==> config.mk <==
export PLATFORM = sky130hd
export DESIGN_NAME = approx_relu_pool
export DESIGN_NICKNAME = d
export VERILOG_FILES = /design/src/rtl/approx_cnn_pkg.sv /design/src/rtl/approx_pool_linebuf.sv /design/src/rtl/approx_relu_pool.sv
export SDC_FILE = /design/constraint.sdc
export NUM_CORES = 1
export LEC_CHECK = 0
export ABC_AREA = 1
export ABC_CLOCK_PERIOD_IN_PS = 3900
export CAP_MARGIN = 20
export CORE_ASPECT_RATIO = 0.75
export CORE_MARGIN = 2
export CORE_UTILIZATION = 57
export CTS_CLUSTER_SIZE = 20
export DETAILED_ROUTE_END_ITERATION = 10
export GPL_TIMING_DRIVEN = 0
export PLACE_DENSITY = 0.86
export SYNTH_ARGS = -nofsm -noshare
export SYNTH_HDL_FRONTEND = slang
export SYNTH_HIERARCHICAL = 1
export SYNTH_SLANG_ARGS = --single-unit
==> constraint.sdc <==
create_clock -name clk -period 3.9 [get_ports clk]
set_input_delay 0.585 -clock clk [delete_from_list [all_inputs] [get_ports clk]]
set_output_delay 0.585 -clock clk [all_outputs]
set_load 0.01 [all_outputs]
==> src/rtl/approx_cnn_pkg.sv <==
// Shared widths, pooling phase encoding and requant helper
// for the approximate CNN datapath.
package approx_cnn_pkg;

  localparam int DATA_W = 8;
  localparam int ACC_W  = 16;

  typedef enum logic [1:0] {
    PH_EE = 2'b00,
    PH_EO = 2'b01,
    PH_OE = 2'b10,
    PH_OO = 2'b11
  } pool_phase_e;

  function automatic logic [DATA_W-1:0] sat_shift(
    input logic [ACC_W-1:0] v,
    input int unsigned      sh
  );
    logic [ACC_W-1:0] s;
    s = v >> sh;
    if (|s[ACC_W-1:DATA_W]) return '1;
    return s[DATA_W-1:0];
  endfunction

endpackage

==> src/rtl/approx_pool_linebuf.sv <==
// Half-row line buffer for 2x2 pooling: one write port,
// one combinational read port, contents not reset.
module approx_pool_linebuf #(
  parameter int DEPTH = 4,
  parameter int W     = 8,
  parameter int AW    = 2
) (
  input  logic          clk,
  input  logic          we,
  input  logic [AW-1:0] waddr,
  input  logic [W-1:0]  wdata,
  input  logic [AW-1:0] raddr,
  output logic [W-1:0]  rdata
);

  logic [W-1:0] mem [DEPTH];

  always_ff @(posedge clk) begin
    if (we) mem[waddr] <= wdata;
  end

  assign rdata = mem[raddr];

endmodule

==> src/rtl/approx_relu_pool.sv <==
// Requantize conv results to OUT_W bits, then 2x2 stride-2
// max pooling over a raster stream.
module approx_relu_pool
  import approx_cnn_pkg::*;
#(
  parameter int IN_W  = ACC_W,
  parameter int OUT_W = DATA_W,
  parameter int IMG_W = 8,
  parameter int IMG_H = 8,
  parameter int SHIFT = 4
) (
  input  logic             clk,
  input  logic             rst_n,
  input  logic [IN_W-1:0]  in_data,
  input  logic             in_valid,
  input  logic             in_sof,
  output logic [OUT_W-1:0] out_data,
  output logic             out_valid,
  output logic             out_last
);

  localparam int CW = (IMG_W > 2) ? $clog2(IMG_W) : 1;
  localparam int RW = (IMG_H > 2) ? $clog2(IMG_H) : 1;
  localparam int LD = IMG_W / 2;
  localparam int AW = (LD > 1) ? $clog2(LD) : 1;
  localparam logic [IN_W-1:0] MAXV = IN_W'((1 << OUT_W) - 1);

  function automatic logic [OUT_W-1:0] max2(
    input logic [OUT_W-1:0] a,
    input logic [OUT_W-1:0] b
  );
    return (a > b) ? a : b;
  endfunction

  logic [CW-1:0]    col_q, col_d, col_e;
  logic [RW-1:0]    row_q, row_d, row_e;
  logic [OUT_W-1:0] hold_q, hold_d;
  logic [OUT_W-1:0] out_data_q, out_data_d;
  logic             out_valid_q, out_valid_d;
  logic             out_last_q, out_last_d;

  logic [IN_W-1:0]  shifted;
  logic [OUT_W-1:0] q;
  pool_phase_e      phase;
  logic             lb_we;
  logic [AW-1:0]    lb_addr;
  logic [OUT_W-1:0] lb_wdata, lb_rdata;

  approx_pool_linebuf #(
    .DEPTH (LD),
    .W     (OUT_W),
    .AW    (AW)
  ) u_linebuf (
    .clk   (clk),
    .we    (lb_we),
    .waddr (lb_addr),
    .wdata (lb_wdata),
    .raddr (lb_addr),
    .rdata (lb_rdata)
  );

  always_comb begin
    shifted = in_data >> SHIFT;
    q = shifted[OUT_W-1:0];
    if (shifted > MAXV) q = '1;

    // a qualified SOF forces this sample to (0,0)
    col_e = (in_valid && in_sof) ? '0 : col_q;
    row_e = (in_valid && in_sof) ? '0 : row_q;
    phase = pool_phase_e'({row_e[0], col_e[0]});

    lb_addr  = AW'(col_e >> 1);
    lb_wdata = max2(hold_q, q);
    lb_we    = 1'b0;

    col_d       = col_q;
    row_d       = row_q;
    hold_d      = hold_q;
    out_data_d  = out_data_q;
    out_valid_d = 1'b0;
    out_last_d  = 1'b0;

    if (in_valid) begin
      if (col_e == CW'(IMG_W - 1)) begin
        col_d = '0;
        row_d = (row_e == RW'(IMG_H - 1)) ? '0 : row_e + 1'b1;
      end else begin
        col_d = col_e + 1'b1;
        row_d = row_e;
      end

      unique case (phase)
        PH_EE: hold_d = q;
        PH_EO: lb_we  = 1'b1;
        PH_OE: hold_d = q;
        PH_OO: begin
          out_data_d  = max2(lb_rdata, max2(hold_q, q));
          out_valid_d = 1'b1;
          out_last_d  = (row_e == RW'(IMG_H - 1)) &&
                        (col_e == CW'(IMG_W - 1));
        end
        default: ;
      endcase
    end
  end

  always_ff @(posedge clk or negedge rst_n) begin
    if (!rst_n) begin
      col_q       <= '0;
      row_q       <= '0;
      hold_q      <= '0;
      out_data_q  <= '0;
      out_valid_q <= 1'b0;
      out_last_q  <= 1'b0;
    end else begin
      col_q       <= col_d;
      row_q       <= row_d;
      hold_q      <= hold_d;
      out_data_q  <= out_data_d;
      out_valid_q <= out_valid_d;
      out_last_q  <= out_last_d;
    end
  end

  assign out_data  = out_data_q;
  assign out_valid = out_valid_q;
  assign out_last  = out_last_q;

endmodule

Placed cells, one colour a class:
Drawn at 3 px/um.
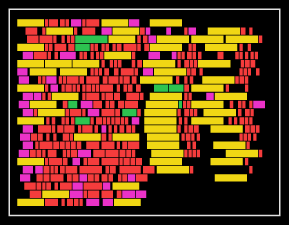
flops -> yellow  # cells 56
combinational and other logic -> red  # cells 298
other buffers and delay cells -> magenta  # cells 44
clock drivers and dummy loads -> green  # cells 8
fin area: 0.00382 mm^2
core box area: 0.00532 mm^2
final core utilization: 0.718
site row count: 23
fraction of area in registers: 0.409

Cell placement:
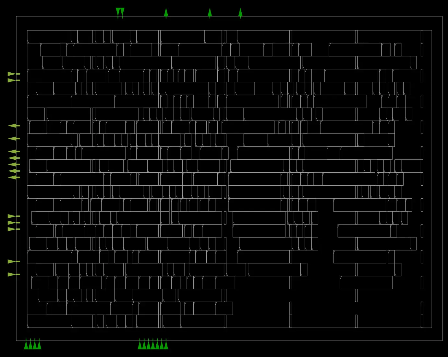
Flop Count: 56
# fillers: 368
num tapcells: 75
Post-Layout Cell Count: 481

M3 wires:
Drawn at 4 px/um.
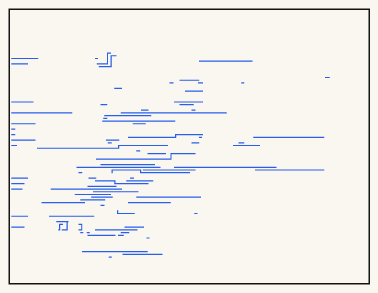
nets with wire on the layer = 64
longest straight run = 26.2 um
vias post-DR: 2611
met3 Track Usage GR: 0.0483
final wirelength: 7670 um

Metal layers overlaid:
Drawn at 4 px/um. Only two layers are drawn.
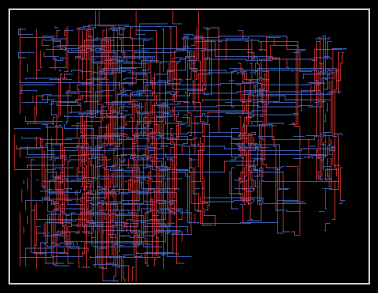
metal 2 -> red  # wire length 3630 um
metal 1 -> blue  # wire length 3100 um
GRT Util Overall: 0.246
drt wl/cell: 15.9 um

Sequential cells grouped by signal name:
Drawn at 6 px/um. Other sequential cells in the stronger grey, the rest of the logic in the fainter grey.
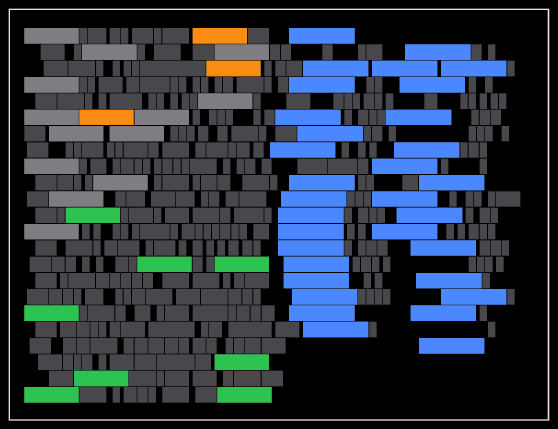
`hold_q` -> green  # sequential cells 8
`u_linebuf/mem` -> blue  # sequential cells 32
`col_q` -> orange  # sequential cells 3

==> notes.md <==
fresh numbers from the pnr run: Pre-Place Util 0.589, Logic area 0.00136 mm^2, fmax 273 MHz, Yosys chip area 0.00313 mm^2, crit share post-route 0.941, Hold-fix buffers, CTS 0, Min-Delay Path Depth 2, Storage cell area 0.00156 mm^2, synth warn 6, Syn Area/Cell 8.71 um^2, list of most frequent post-synthesis cells nand2_1, inv_1, edfxtp_1, Power Dens Cells 485 mW/mm^2, DRC viols 0, Yosys top cell by instances nand2_1, combinational fraction of design power 0.375, Top non-seq family simple AND/OR/NAND/NOR gates, Cell area leaders edfxtp_1, dfrtp_1, nand2_1, Max Cap Viol 0, RSZ-0062 raised after global routing no, Clk. pwr 0.384 mW, Critical Path RT 4.10 ns, maximum clock path buffer count 2, Clk pin slew, worst setup/hold paths 0.09 ns, crit path DAT 3.87 ns, Pleak 1.91 nW, DP HPWL 4740 um, setup tns final 0 ns, Critical Path Start in_data[7], Pint 1.19 mW, sequential power 0.775 mW, most used cell, CP nand2_1, reg2reg start hold_q[2], first-pass GRT wire length 11000 um, final hold slack 0.496 ns, Area after DPL 0.00348 mm^2, CTS Buf Count 5, ys flop type edfxtp_1, Worst Setup Start Kind primary input, Max power group registers, FA/HA/MAJ Cells, Area Fraction 0.0758, area grow syn2layout 21.9%, kind of end point of the critical path flip-flop, # setup viols final 0, asr flop ratio synth 0.429, total power 1.85 mW, critical path class in2reg, Synth Cell Area 0.00313 mm^2, CP max stage delay 0.52 ns, nets 444, Hold Path End out_data[4], CTS H-Tree Depth 2, status finished, final reports clean, yosys cell count 360, clk_skew 0.00928 ns, Top Ports 30, number of synthesized register bits 56, simple-gate portion of the synthesized area 0.256, Synth Instances 360, first-pass detailed-route iteration total 5
## layout make-up
| type | count | area share |
|---|---|---|
| Sequential cell | 56 | 0.409 |
| Multi-Input combinational cell | 223 | 0.355 |
| Timing Repair Buffer | 37 | 0.0927 |
| Inverter | 75 | 0.0743 |
| Tap cell | 75 | 0.0246 |
| Clock buffer | 6 | 0.0190 |
| Buffer | 7 | 0.0154 |
| Clock inverter | 2 | 0.0102 |
## routing by layer
| layer | track usage | part of all wire | vias to the layer above |
|---|---|---|---|
| met3 | 0.0483 | 0.077 | 35 |
| met2 | 0.412 | 0.47 | 133 |
| li1 | - | - | 1224 |
| met5 | 0 | 0 | - |
| met1 | 0.319 | 0.40 | 1219 |
| met4 | 0.0914 | 0.045 | 0 |
Power and IR drop assume default switching activity.
